### Port wiring

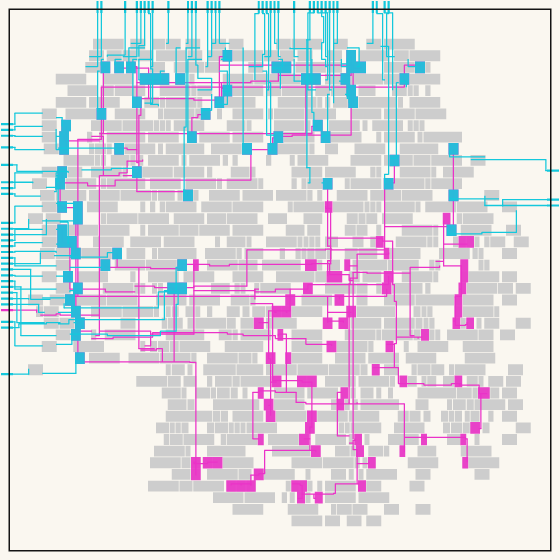
### Cell placement

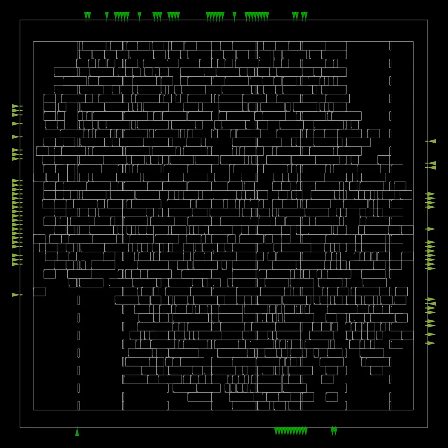
### Met3 routing

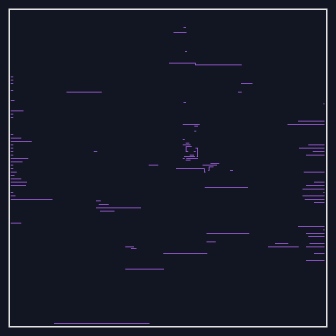
==> config.mk <==
export PLATFORM = sky130hd
export DESIGN_NAME = tdc_thermo_encoder
export DESIGN_NICKNAME = d
export VERILOG_FILES = /design/src/rtl/tdc_thermo_encoder.sv
export SDC_FILE = /design/constraint.sdc
export NUM_CORES = 1
export LEC_CHECK = 0
export CAP_MARGIN = 5
export CORE_MARGIN = 4
export CORE_UTILIZATION = 46
export CTS_CLUSTER_SIZE = 8
export DETAILED_ROUTE_END_ITERATION = 7
export GPL_TIMING_DRIVEN = 0
export PLACE_DENSITY = 0.73
export SYNTH_ARGS = -nofsm -noshare
export SYNTH_HDL_FRONTEND = slang
export SYNTH_SLANG_ARGS = --single-unit
==> constraint.sdc <==
create_clock -name clk -period 5.6 [get_ports clk]
set_input_delay 0.84 -clock clk [delete_from_list [all_inputs] [get_ports clk]]
set_output_delay 0.84 -clock clk [all_outputs]
set_load 0.03 [all_outputs]
==> run summary <==
Notes from the flow run.

Clock network:
- The run puts the clock latency on the worst-skew pair at 420 ps.
- TritonCTS reports the number of clock sinks as between 150 and 200.
- The run gives the number of buffers created by CTS as 17.
- The tree is rooted in a sky130_fd_sc_hd__clkbuf_16.
- TritonCTS built the clock tree.
- The run gives the maximum level of the CTS H-tree as 4.

Synth:
- The Yosys step of the flow raised 0 warnings.
- The run puts the post-synth design cell area at 6439 µm².
- The run puts the post-synthesis cell type count at 39.
- The run puts the count of state elements after synthesis at 154.
- The number of cells reported by Yosys stat comes to between 600 and 700.
- The synthesis report gives the async set-or-reset register share as 0%.
- The run puts the number of cells produced by synthesis at 620.
- In the synthesized netlist, the cells that appear most often are sky130_fd_sc_hd__dfxtp_1, sky130_fd_sc_hd__nor2b_1, sky130_fd_sc_hd__inv_1.
- Of the combinational cells, the family taking the most area is adder cells.
- The run puts the area fraction in and, or, nand and nor cells after synthesis at 18.46%.

Hold path:
- In the hold timing report, the worst path depth is 1.
- The run gives the path type of the worst min-delay path as flop to flop.

Critical path:
- The run puts the register-to-register setup slack at -120 ps.
- The cell sequence reported for the critical path is fa_1 -> inv_1 -> fa_1 -> inv_1 -> fa_1 -> inv_1 -> fa_1 -> fa_1 -> fa_1 -> fa_1 -> fa_1 -> inv_2 -> ha_4 -> fa_2 -> a21o_1 -> a21oi_2 -> xnor2_1 -> nor2_1.
- The run gives the cell with the biggest individual delay on the critical path as sky130_fd_sc_hd__fa_1.
- The run gives the required time at the worst-slack endpoint as 5880 ps.
- Counting buffers and inverters, the worst setup path is 18 cells deep.

Final timing:
- The run gives the setup slack after layout as -123.8 ps.
- The run gives the final count of negative-setup-slack endpoints as 4.
- The run puts the final-layout worst hold slack at 434.1 ps.
- The run gives the ratio of final minimum period to clock period as 102.2%.
- The run gives the summed negative setup slack over all endpoints as -345.4 ps.
- In this run the tightest slew margin relative to its limit is about half.
- The pin closest to its max-slew limit shows a slew of 745.5 ps.

Route:
- The run gives the highest routing layer actually used as met4.
- TritonRoute output was used to compute an average wire per cell of 13.27 µm.
- The run gives the routed length on met3 as 504 µm.
- The run gives the wire length on met2 as 6007 µm.
- The script logs the ratio of routed vias to standard cells as between 4 and 5.
- The run gives the number of nets with antenna violations after routing as 0.
- The run gives the wire length the detailed router placed on met1 as 5530 µm.
- In the log, the iteration count for the first detailed-route pass is 4.

Global routing:
- The run gives the global-route wire length before repair as 20870 µm.
- The global routing stage identified its most utilized layer as met2.
- The number of antenna violations at the first check in global routing is 0.
- The run puts the maximum number of pins on one net before global-route repair at 17.
- The global route stage reports its total congestion overflow as 0.
- The run gives the met1 track utilization from global routing as 20.77%.
- The run puts the global routing usage on met2 at roughly 27%.

Finish:
- The run puts the antenna cell count at 0.
- The register with the most flip-flops in the layout has 64 of them.
- Relative to the synthesized area, the layout overhead comes to 28.76%.
- The layout has 1079 filler cells.
- The run puts the post-route cell area at 8290 µm².
- The run gives the final net count as 879.
- The post-route utilization of the core is recorded as between 60% and 70%.
- The run gives the dominant logic cell type in the layout as sky130_fd_sc_hd__dfxtp_1.

Die:
- The run puts the core utilization before placement at 47.86%.
- From left edge to right edge, the die measures 126.3 µm.
- The run gives the die extent in y as 126.3 µm.
- The run gives the core footprint as 13450 µm².

Status:
- The flow ran to the end, but the final reports show violations.
- The checks that failed: setup timing.

Pwr:
- The run puts the worst voltage drop across the vdd grid at 0.5743 mV.
- The run gives the total chip power as around 4.7 mW.
- The power report puts the leakage power at 3.371 nW.

Flow run:
- The run gives the number of warnings in the stage logs as 30.

Placed design:
- The run gives the post-placement setup slack as -233.7 ps.
About 'Port wiring':
legend:
  `rst`:
    colour: magenta
    bits: 1
    direction: input
    edge: left
    end_cells: 136
    buffers: 15
    wire: 1870 µm
  `taps_in`:
    colour: cyan
    bits: 64
    direction: input
    edge: 35 top, 26 left, 3 right
    end_cells: 64
    buffers: 64
    wire: 1470 µm
number of buffer cells added on primary ports: 98
boundary pin count: 100

About 'Cell placement':
layout sequential cell count: 154
Seq area share: 37.20%
non-filler cells, final: 929
Core Rows: 42

About 'Met3 routing':
wire length on this layer: 505 µm
main direction: horizontal
vias after detailed routing: 4310
total wire length: 12330 µm
met3 layer usage reported by global route: 3.993%

## area by class of cell
type / count / area, µm² / share of cell area [%]
multi-input combinational: 356 / 2959 / 35.69
timing repair buffer: 101 / 1003 / 12.10
clock inverter: 15 / 177.7 / 2.143
inverter: 89 / 334.1 / 4.030
buffer: 21 / 86.33 / 1.041
sequential: 154 / 3084 / 37.20
tap: 176 / 220.2 / 2.656
clock buffer: 17 / 425.4 / 5.131
## repair_timing
item / in CTS / in global routing
setup endpoints to repair: 3 / 5
buffers inserted: 2 / 1
pin swaps: 8 / 2
resized: 5 / 3
## power by group
group,internal [mW],total (mW),leakage [nW],switching [mW]
Clock,0.673,1.15,0.292,0.475
Sequential,1.16,1.17,1.26,0.0157
Combinational,1.09,2.40,1.82,1.30
Power figures rest on the tool's default switching activity, not on a simulated workload.
